`src/rtl/grostl_pkg.sv`:
```
// Shared types, MixBytes coefficients and GF(2^8) helpers for the Grostl
// MixBytes datapath.
package grostl_pkg;

   typedef logic [7:0]          byte_t;
   typedef logic [0:7][7:0]     column_t;
   typedef logic [0:7][0:7][7:0] state_t;

   typedef enum logic [1:0] {IDLE, RUN, DONE} fsm_e;

   localparam byte_t MIX_COEF [0:7] = '{8'h02, 8'h02, 8'h03, 8'h04,
                                        8'h05, 8'h03, 8'h05, 8'h07};

   function automatic byte_t gf_xtime(input byte_t b);
      return {b[6:0], 1'b0} ^ (b[7] ? 8'h1B : 8'h00);
   endfunction

   // Only the constants appearing in MIX_COEF are needed, so each product is
   // a couple of xtimes and XORs rather than a general multiplier.
   function automatic byte_t gf_mul_const(input byte_t a, input byte_t c);
      byte_t x2;
      byte_t x4;
      x2 = gf_xtime(a);
      x4 = gf_xtime(x2);
      case (c)
         8'h02:   return x2;
         8'h03:   return x2 ^ a;
         8'h04:   return x4;
         8'h05:   return x4 ^ a;
         8'h07:   return x4 ^ x2 ^ a;
         default: return a;
      endcase
   endfunction

endpackage

```
`src/rtl/grostl_mix_column.sv`:
```
// Combinational MixBytes of one 8-byte column: b[r] = XOR_j c[(j-r) mod 8] * a[j].
module grostl_mix_column
   import grostl_pkg::*;
(
   input  column_t col_i,
   output column_t col_o
);

   always_comb begin
      col_o = '0;
      for (int r = 0; r < 8; r++) begin
         for (int j = 0; j < 8; j++) begin
            col_o[r] = col_o[r] ^ gf_mul_const(col_i[j], MIX_COEF[3'(j - r)]);
         end
      end
   end

endmodule

```
`src/rtl/grostl_mix_bytes_serial.sv`:
```
// Column-serial Grostl MixBytes: captures a full state, mixes COLS columns per
// cycle in place, then holds the result under a valid/ready handshake.
module grostl_mix_bytes_serial
   import grostl_pkg::*;
#(
   parameter int COLS = 1
)
(
   input  logic   clk,
   input  logic   rst_n,
   input  logic   in_valid,
   output logic   in_ready,
   input  state_t din,
   output logic   out_valid,
   input  logic   out_ready,
   output state_t dout,
   output logic   busy
);

   localparam int         GROUPS   = 8 / COLS;
   localparam logic [2:0] LAST_GRP = 3'(GROUPS - 1);

   fsm_e       fsm_q, fsm_d;
   state_t     state_q, state_d;
   logic [2:0] col_cnt_q, col_cnt_d;
   logic [2:0] base;
   column_t    mixed [COLS];

   assign base = 3'(col_cnt_q * COLS);

   for (genvar k = 0; k < COLS; k++) begin : g_mix
      logic [2:0] idx;
      assign idx = base + 3'(k);
      grostl_mix_column u_mix (
         .col_i (state_q[idx]),
         .col_o (mixed[k])
      );
   end

   always_comb begin
      fsm_d     = fsm_q;
      state_d   = state_q;
      col_cnt_d = col_cnt_q;
      in_ready  = 1'b0;
      case (fsm_q)
         IDLE: begin
            in_ready = 1'b1;
            if (in_valid) begin
               state_d   = din;
               col_cnt_d = 3'd0;
               fsm_d     = RUN;
            end
         end
         RUN: begin
            for (int k = 0; k < COLS; k++) begin
               state_d[base + 3'(k)] = mixed[k];
            end
            if (col_cnt_q == LAST_GRP) begin
               col_cnt_d = 3'd0;
               fsm_d     = DONE;
            end else begin
               col_cnt_d = col_cnt_q + 3'd1;
            end
         end
         DONE: begin
            // The handoff cycle doubles as the next accept to keep the
            // throughput at one state per GROUPS+1 cycles.
            if (out_ready) begin
               in_ready = 1'b1;
               if (in_valid) begin
                  state_d   = din;
                  col_cnt_d = 3'd0;
                  fsm_d     = RUN;
               end else begin
                  fsm_d = IDLE;
               end
            end
         end
         default: fsm_d = IDLE;
      endcase
   end

   always_ff @(posedge clk or negedge rst_n) begin
      if (!rst_n) begin
         fsm_q     <= IDLE;
         state_q   <= '0;
         col_cnt_q <= 3'd0;
      end else begin
         fsm_q     <= fsm_d;
         state_q   <= state_d;
         col_cnt_q <= col_cnt_d;
      end
   end

   assign out_valid = (fsm_q == DONE);
   assign busy      = (fsm_q == RUN);
   assign dout      = state_q;

endmodule
```
`config.mk`:
```
export PLATFORM = sky130hd
export DESIGN_NAME = grostl_mix_bytes_serial
export DESIGN_NICKNAME = d
export VERILOG_FILES = /design/src/rtl/grostl_pkg.sv /design/src/rtl/grostl_mix_column.sv /design/src/rtl/grostl_mix_bytes_serial.sv
export SDC_FILE = /design/constraint.sdc
export NUM_CORES = 1
export LEC_CHECK = 0
export CAP_MARGIN = 10
export CELL_PAD_IN_SITES_DETAIL_PLACEMENT = 1
export CELL_PAD_IN_SITES_GLOBAL_PLACEMENT = 2
export CORE_AREA = 2 2 396 398
export DETAILED_ROUTE_END_ITERATION = 12
export DIE_AREA = 0 0 398 400
export HOLD_SLACK_MARGIN = 0.08
export PLACE_DENSITY_LB_ADDON = 0.3
export SYNTH_ARGS = -nofsm -noshare
export SYNTH_HDL_FRONTEND = slang
export SYNTH_SLANG_ARGS = --single-unit
```
`constraint.sdc`:
```
create_clock -name clk -period 4.4 [get_ports clk]
set_clock_uncertainty 0.1 [all_clocks]
set_input_delay 1.32 -clock clk [delete_from_list [all_inputs] [get_ports clk]]
set_output_delay 1.32 -clock clk [all_outputs]
set_load 0.1 [all_outputs]
```
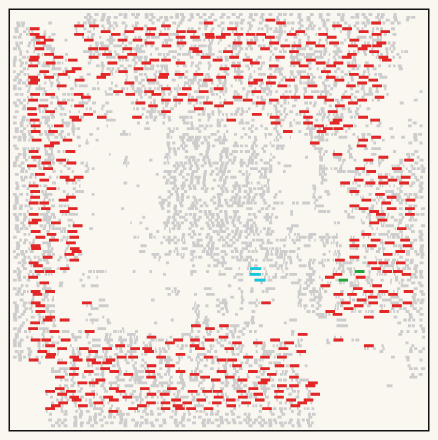
**Above:** run 1 (register map, names as in the netlist).
legend:
  fsm_q:
    color: green
    flops: 2
  dout:
    color: red
    flops: 512
    where: spread over the die
  col_cnt_q:
    color: cyan
    flops: 3
Final Util: 30.0%
Flop area: 12900 um2
fraction of standard cell area that is sequential: 27.8%

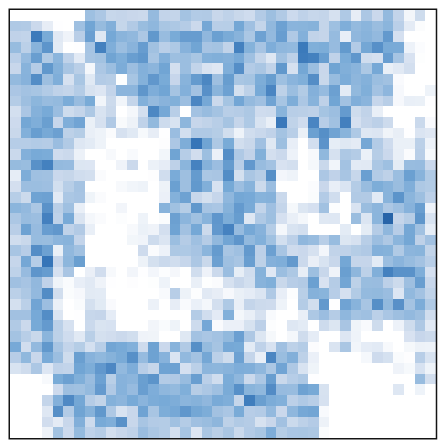
**Above:** run 1 (cell density map).
The die is cut into 40 by 40 equal tiles; white is low, dark blue is high, 0 to 100% covered.
emptiest ninth of the die: lower right
fullest tile: 79%
mean over tiles: 28%
tiles over 75% full: 0.10%
Core Box Area: 155000 um2
Pre-Place Util: 19.5%

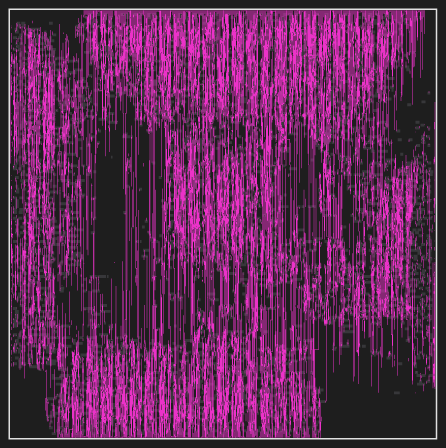
**Above:** run 1 (metal 2).
Cells faint in the background.
longest straight run: 194 um
share of all routed wire: 49%
wire length on this layer: 113 mm
nets with wire on the layer: 4005
global routing usage on met2: 47.6%
final wirelength: 233000 um
number of vias after detailed routing: 31.5k

==> datasheet_impl.txt, run 1 <==
Characteristics after synthesis and place and route

Parameter                              Value

Status
  Result of the run .................. completed

Die
  Number of placed I/O pins .................. slightly above 1k
  Die x size .................. around 400 um
  Die height .................. approximately 400 um
  Row cnt .................. about 150
  Chip Footprint .................. 159000 um2

STA
  Setup TNS .................. 0 ns
  RSZ-0062 raised after global routing .................. no
  Final WS setup .................. about 0.11 ns
  Final worst path period share .................. 97.5%
  Max Slew Vio Count .................. 0
  Final Setup Violations .................. 0
  Transition time at the pin with the least slew margin .................. between 1 and 1.5 ns
  Clock period minus final worst setup slack .................. between 4 and 5 ns

Clock network
  Post-CTS Setup Inserts .................. 0
  Register clock-pin slew on the reported worst setup and hold paths .................. about 0.06 ns
  Number of levels the H-tree was split into .................. 3
  Total clock buffers created by CTS .................. roughly 70
  Sink Count .................. 517

Worst setup path
  Crit path buffers/inverters .................. 4
  Crit path cell chain .................. buf_4 > or3b_2 > a21oi_1 > nor4_4 > buf_4 > buf_12 > xnor2_1 > xor2_1 > xnor2_1 > xnor2_1 > buf_4 > o21ai_0
  Standard cell with the maximum stage delay on the critical path .................. sky130_fd_sc_hd__dfrtp_4
  Max stage delay on crit path .................. 0.61 ns
  Worst-case register-to-register setup slack .................. 0.11 ns
  Worst Path Arrival .................. 4.70 ns

Yosys
  Commonest cells in the synthesized netlist .................. sky130_fd_sc_hd__dfrtp_1, sky130_fd_sc_hd__a22oi_1, sky130_fd_sc_hd__xnor2_1, sky130_fd_sc_hd__o21ai_0, sky130_fd_sc_hd__nor2_1
  Primary FF master, synth .................. sky130_fd_sc_hd__dfrtp_1
  Synth Area in Compound Gates .................. 24.7%
  Share of flip-flops with an asynchronous set or reset after synthesis .................. 100%
  Yosys synthesis warning count .................. 0
  Main logic family .................. AND-OR/OR-AND gates
  Synth top area share .................. between 40% and 50%
  Number of synthesized flops with an enable pin .................. 0
  Mean cell area of the mapped netlist .................. around 11 um2
  Cell area after synthesis .................. roughly 30000 um2
  Post-synth area from yosys stat .................. about 30000 um2
  Area fraction in mux cells .................. under 10%
  Post-synth top area cell .................. sky130_fd_sc_hd__dfrtp_1
  Post-synthesis cell type with the largest instance count .................. sky130_fd_sc_hd__dfrtp_1

Placed design
  HPWL after detailed placement .................. roughly 180000 um
  Post-placement cell area .................. roughly 44000 um2
  Worst slack at placement .................. 0.0482 ns
  Port Buffer Count .................. between 1k and 1.5k

Hold path
  Worst Min Path Start .................. dout[334]
  Min-Delay Endpoint .................. dout[334]

Route
  Post-route DRC violation count .................. 0

GRT
  Vias in the first global route .................. approximately 33k

Final layout
  Layout Area Growth over Synthesis .................. 53.5%
  Fillers .................. 17.3k
run 1: cell type report:
class	count	share of cell area [%]
Sequential cell	517	27.8
Clock buffer	105	4.55
Inverter	9	0.0780
Tap cell	2058	5.54
Antenna cell	18	0.0968
Timing Repair Buffer	1273	26.1
Multi-Input combinational cell	2065	35.3
Clock inverter	19	0.495
run 1: logic make-up (layout without fill, tap and decap cells):
family          after synthesis  in the layout
simple gates                329            329
buf+inv                     240           1406
flops                       517            517
mux                         169            169
xor+xnor                    440            440
other cells                   0             18
fa+ha+maj                     2              2
compound gates             1125           1125
run 1: flip-flops by register name, summed over array words and instances, names as in the netlist:
name and flops:
fsm_q 2, dout 512, col_cnt_q 3
run 1: cells in the final DEF (no fill, tap or decap), types with 57 or more instances in the layout:
cell and instances:
sky130_fd_sc_hd__a21oi_1 74, sky130_fd_sc_hd__a221oi_1 99, sky130_fd_sc_hd__a22oi_1 405, sky130_fd_sc_hd__buf_4 398, sky130_fd_sc_hd__clkbuf_16 72, sky130_fd_sc_hd__clkdlybuf4s50_1 836, sky130_fd_sc_hd__dfrtp_1 514, sky130_fd_sc_hd__mux4_2 68
sky130_fd_sc_hd__nor2_1 198, sky130_fd_sc_hd__o21ai_0 233, sky130_fd_sc_hd__o21ai_1 196, sky130_fd_sc_hd__xnor2_1 266, sky130_fd_sc_hd__xnor2_2 57, sky130_fd_sc_hd__xor2_1 102
run 1: worst reg2reg max path, stage by stage (launching register included):
cell                      delay (ns)
sky130_fd_sc_hd__dfrtp_4        0.61
sky130_fd_sc_hd__buf_4          0.28
sky130_fd_sc_hd__or3b_2         0.51
sky130_fd_sc_hd__a21oi_1        0.56
sky130_fd_sc_hd__nor4_4         0.08
sky130_fd_sc_hd__buf_4          0.19
sky130_fd_sc_hd__buf_12         0.16
sky130_fd_sc_hd__xnor2_1        0.43
sky130_fd_sc_hd__xor2_1         0.25
sky130_fd_sc_hd__xnor2_1        0.15
sky130_fd_sc_hd__xnor2_1        0.40
sky130_fd_sc_hd__buf_4          0.29
sky130_fd_sc_hd__o21ai_0        0.12
run 1: layer usage:
| metal | up-vias | track usage [%] | part of all wire [%] |
|---|---|---|---|
| li1 | 12900 | - | - |
| met1 | 16800 | 37.1 | 43 |
| met2 | 1438 | 47.6 | 49 |
| met3 | 298 | 5.18 | 6.0 |
| met4 | 18 | 8.53 | 3.0 |
| met5 | - | 0 | 0.051 |
run 1: how the worst max path moves through the flow:
| stage | from | cells past startpoint | to | slack [ns] |
|---|---|---|---|---|
| finish | col_cnt_q[2] | 12 | dout[446] | 0.11 |
| global route | col_cnt_q[0] | 11 | dout[360] | 0.03 |
| CTS | col_cnt_q[1] | 11 | dout[446] | 0.02 |
| detailed placement | col_cnt_q[1] | 11 | dout[446] | 0.05 |
| global placement | col_cnt_q[1] | 11 | dout[446] | -0.07 |
| floorplan | out_ready | 2 | in_ready | 0.10 |
**Run 1: met1 routing**

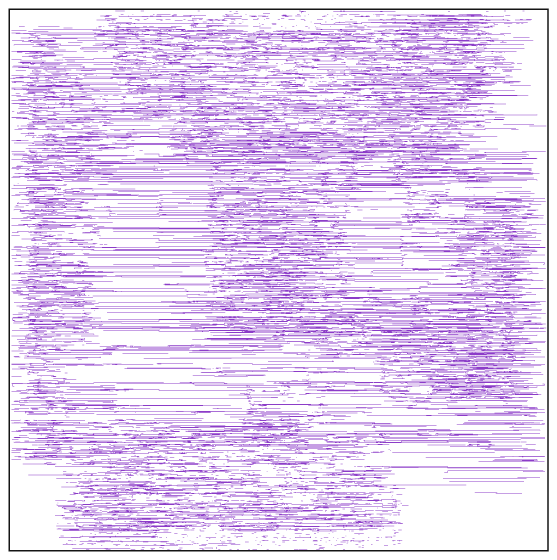

==> run 2, diff against run 1 <==
--- a/config.mk
+++ b/config.mk
@@ -8,11 +8,12 @@
 export CAP_MARGIN = 10
 export CELL_PAD_IN_SITES_DETAIL_PLACEMENT = 1
 export CELL_PAD_IN_SITES_GLOBAL_PLACEMENT = 2
-export CORE_AREA = 2 2 396 398
+export CORE_AREA = 2 2 405 407
 export DETAILED_ROUTE_END_ITERATION = 12
-export DIE_AREA = 0 0 398 400
+export DIE_AREA = 0 0 407 409
 export HOLD_SLACK_MARGIN = 0.08
 export PLACE_DENSITY_LB_ADDON = 0.3
 export SYNTH_ARGS = -nofsm -noshare
 export SYNTH_HDL_FRONTEND = slang
+export SYNTH_HIERARCHICAL = 1
 export SYNTH_SLANG_ARGS = --single-unit
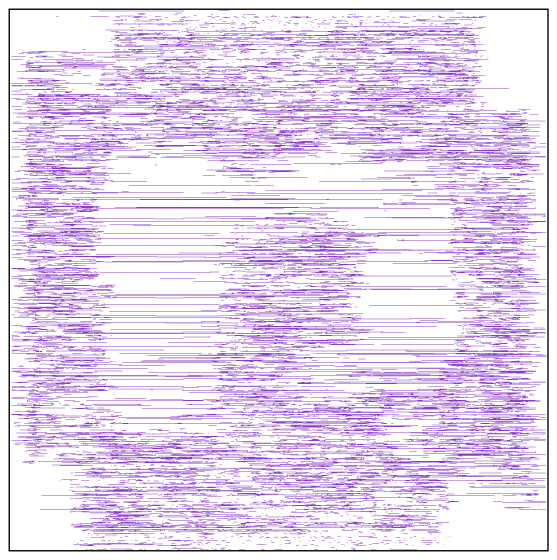
**Above:** run 2 (met1 routing).
wire length on this layer: 92.1 mm
longest straight run: 174 um
share of all routed wire: 41%
main direction: horizontal
nets with wire on the layer: 3951
met1 track demand over resource: 32.8%
final wirelength: 224000 um
number of vias after detailed routing: 32.6k

==> run 2 against run 1 <==
Against the previous run: utilization up 1.1 points; die area up 4.6%; register-to-register slack better by 0.02 ns; first-iteration DRC count up 1.2%; largest cell class unchanged; highest routed layer unchanged.
==> datasheet_impl.txt, run 2 <==
Characteristics after synthesis and place and route

Parameter                              Value

Placed design
  Final Wtd Congestion .................. between 0.8 and 0.9
  HPWL after detailed placement .................. 165000 um
  Worst slack at placement .................. -0.0447 ns
  Port Buffer Count .................. 1030

Die
  Die height .................. about 410 um
  Die x size .................. between 400 and 500 um
  Chip Footprint .................. 166000 um2
  Row cnt .................. ~150
  Number of placed I/O pins .................. 1031
  Pre-Place Util .................. 20.9%
  Core Box Area .................. 162000 um2

GRT
  Global-route usage over all layers .................. 26.2%
  Final global-route overflow total .................. 0
  Maximum number of pins on one net before global-route repair .................. 145
  Vias in the first global route .................. about 35k
  Number of antenna violations at the first check in global routing .................. ~48
  First-pass GRT wire length .................. 306000 um

Worst setup path
  Endpoint of the worst setup timing path .................. dout[33]
  Standard cell with the maximum stage delay on the critical path .................. sky130_fd_sc_hd__mux4_2
  Endpoint of the most critical register-to-register path .................. dout[33]
  Worst Path Arrival .................. about 4.7 ns
  Crit path cell chain .................. buf_12 > buf_4 > mux4_2 > mux2_2 > xnor2_2 > xnor3_1 > xnor3_2 > or3b_2 > o22ai_1 > a2bb2oi_2
  Setup crit start .................. col_cnt_q[1]
  Worst-case register-to-register setup slack .................. 0.13 ns
  Kind of critical path .................. register to register
  Crit start category .................. register
  Max stage delay on crit path .................. between 0.5 and 0.6 ns
  Required arrival time at the worst endpoint .................. roughly 4.8 ns
  Maximum fanout along the worst path .................. 23

STA
  Max_slew headroom .................. 25.8%
  Final WS setup .................. 0.131 ns
  Clock period minus final worst setup slack .................. roughly 4.3 ns
  Max Slew Vio Count .................. 0
  Transition time at the pin with the least slew margin .................. 1.11 ns
  Setup TNS .................. 0 ns
  Final Setup Violations .................. 0
  Final worst path period share .................. 97.0%
  RSZ-0062 raised after global routing .................. yes

Final layout
  Layout Area Growth over Synthesis .................. 48.8%
  Top logic cell by instance count in the layout .................. sky130_fd_sc_hd__clkdlybuf4s50_1
  Fillers .................. roughly 18k
  Commonest non-fill, non-tap cells in the layout .................. sky130_fd_sc_hd__clkdlybuf4s50_1, sky130_fd_sc_hd__dfrtp_1, sky130_fd_sc_hd__o2bb2ai_1, sky130_fd_sc_hd__buf_4, sky130_fd_sc_hd__a22oi_1
  Number of flip-flops in the largest register .................. ~510

Yosys
  Synth flops .................. about 520
  Commonest cells in the synthesized netlist .................. sky130_fd_sc_hd__dfrtp_1, sky130_fd_sc_hd__o2bb2ai_1, sky130_fd_sc_hd__a22oi_1, sky130_fd_sc_hd__buf_2, sky130_fd_sc_hd__xnor2_1
  Post-synth top area cell .................. sky130_fd_sc_hd__dfrtp_1
  Primary FF master, synth .................. sky130_fd_sc_hd__dfrtp_1
  Post-synthesis cell type with the largest instance count .................. sky130_fd_sc_hd__dfrtp_1
  Number of synthesized flops with an enable pin .................. 0
  Synth top area share .................. a little under two fifths
  Xor-xnor portion of the synthesized cell area .................. 11.9%
  Cell count after synthesis .................. between 2k and 3k
  Yosys synthesis warning count .................. 6
  Floorplan net count .................. 3400
  Synth Area in Compound Gates .................. between 20% and 30%
  Post-synth area from yosys stat .................. about 34000 um2
  Mean cell area of the mapped netlist .................. between 10 and 15 um2
  Main logic family .................. AND-OR/OR-AND gates
  Share of flip-flops with an asynchronous set or reset after synthesis .................. 100%
  Top post-synthesis cells by area .................. sky130_fd_sc_hd__dfrtp_1, sky130_fd_sc_hd__o2bb2ai_1, sky130_fd_sc_hd__a22oi_1
  Area fraction in mux cells .................. under 10%
  Cell area after synthesis .................. 33900 um2

Route
  M1 wire length .................. approximately 92000 um
  Wire length on met2 .................. approximately 110000 um
  Top routing layer used .................. met5
  WL/cell .................. 36.4 um
  Post-detailed-route via-to-cell ratio .................. around 5.3
  Routed wl met3 .................. between 10000 and 15000 um
  Post-route DRC violation count .................. 0

Clock network
  Number of levels the H-tree was split into .................. 3
  Post-CTS Setup Inserts .................. 0
  Total clock buffers created by CTS .................. 73
  Register clock-pin slew on the reported worst setup and hold paths .................. ~0.060 ns
  Sink Count .................. between 500 and 600
  Library cell used as clock root buffer .................. sky130_fd_sc_hd__clkbuf_16
  Max clock buf depth .................. 3

Run
  Tally of max-capacitance violations .................. 0
  Total number of warnings across the stage logs .................. 35

Status
  Result of the run .................. completed

Hold path
  Hold/Removal Path Class .................. register to register
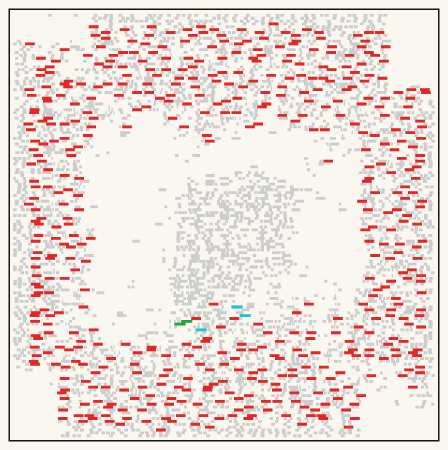
**Above:** run 2 (register map, names as in the netlist).
legend:
  fsm_q:
    color: green
    flops: 2
  dout:
    color: red
    flops: 512
    where: spread over the die
  col_cnt_q:
    color: cyan
    flops: 3
Flop area: 13000 um2
Final Util: 31.1%
fraction of standard cell area that is sequential: 25.7%

[run 2: cell count changes in the layout (fill, tap and decap cells not counted), moves of 65 or more]
cell,before,now
sky130_fd_sc_hd__a22oi_1,405,312
sky130_fd_sc_hd__or3b_2,3,68
sky130_fd_sc_hd__xnor3_1,2,83
sky130_fd_sc_hd__nor2b_1,2,68
sky130_fd_sc_hd__nand2_1,32,128
sky130_fd_sc_hd__a32oi_1,0,136
sky130_fd_sc_hd__a221oi_1,99,6
sky130_fd_sc_hd__o21ai_0,233,6
sky130_fd_sc_hd__o21ai_1,196,2
sky130_fd_sc_hd__o2bb2ai_1,7,450
sky130_fd_sc_hd__xnor2_1,266,151
sky130_fd_sc_hd__nor2_1,198,12
[run 2: cell families after synthesis]
group                      Yosys count
AOI/OAI and AO/OA                 1080
xor gates and xnor gates           304
adders and majority gates            2
buffers and inverters              402
DFF                                517
muxes                              136
and+or+nand+nor                    441
[run 2: area by class of cell]
cell class,instances,share of cell area [%]
flip-flops and latches,517,25.7
diodes,36,0.179
multi-input cells,1963,38.3
clock buffers,109,4.32
clock inverters,20,0.469
well taps,2175,5.40
repair buffers,1331,25.6
inverters,7,0.0621
[run 2: critical path, delay by kind of cell, from the launching register on]
kind / cells / cell delay (ns)
AND-OR/OR-AND: 2 / 0.24
flip-flops: 1 / 0.49
multiplexers: 2 / 0.96
buffers and inverters: 2 / 0.52
AND/OR/NAND/NOR: 1 / 0.47
XOR/XNOR: 3 / 1.31
[run 2: worst min-delay path by stage]
| stage | start | to | slack (ns) | cells after the start |
|---|---|---|---|---|
| after CTS | dout[215] | dout[215] | 0.42 | 1 |
| after detailed placement | dout[444] | dout[444] | 0.40 | 1 |
| after global placement | dout[108] | dout[108] | 0.39 | 1 |
| final | dout[391] | dout[391] | 0.41 | 1 |
| after global routing | dout[350] | dout[350] | 0.43 | 1 |
| after floorplan | col_cnt_q[1] | col_cnt_q[1] | 0.47 | 3 |
[run 2: through the flow]
step           instance area (um2)  hold slack [ns]  util, %  std cells
6_report                     50400            0.414     31.1       6158
5_1_grt                      50400            0.431     31.1       6144
4_1_cts                      50200            0.417     31.0       6122
3_5_place_dp                 47800            0.397     29.5       5993
3_3_place_gp                 47800            0.393     29.5       5993
2_1_floorplan                33900            0.470        -       2882
[run 2: metal layers]
| layer | vias to the layer above | global-route usage (%) |
|---|---|---|
| li1 | 13600 | - |
| met1 | 17400 | 32.8 |
| met2 | 1265 | 44.6 |
| met3 | 283 | 5.00 |
| met4 | 28 | 8.77 |
| met5 | - | 0 |
[run 2: repair_timing]
| item | 4_1_cts | 5_1_grt |
|---|---|---|
| endpoints found under the setup margin | 12 | 32 |
| gates resized | 7 | 16 |
| hold buffers | 0 | 0 |
| pin swaps | 0 | 1 |
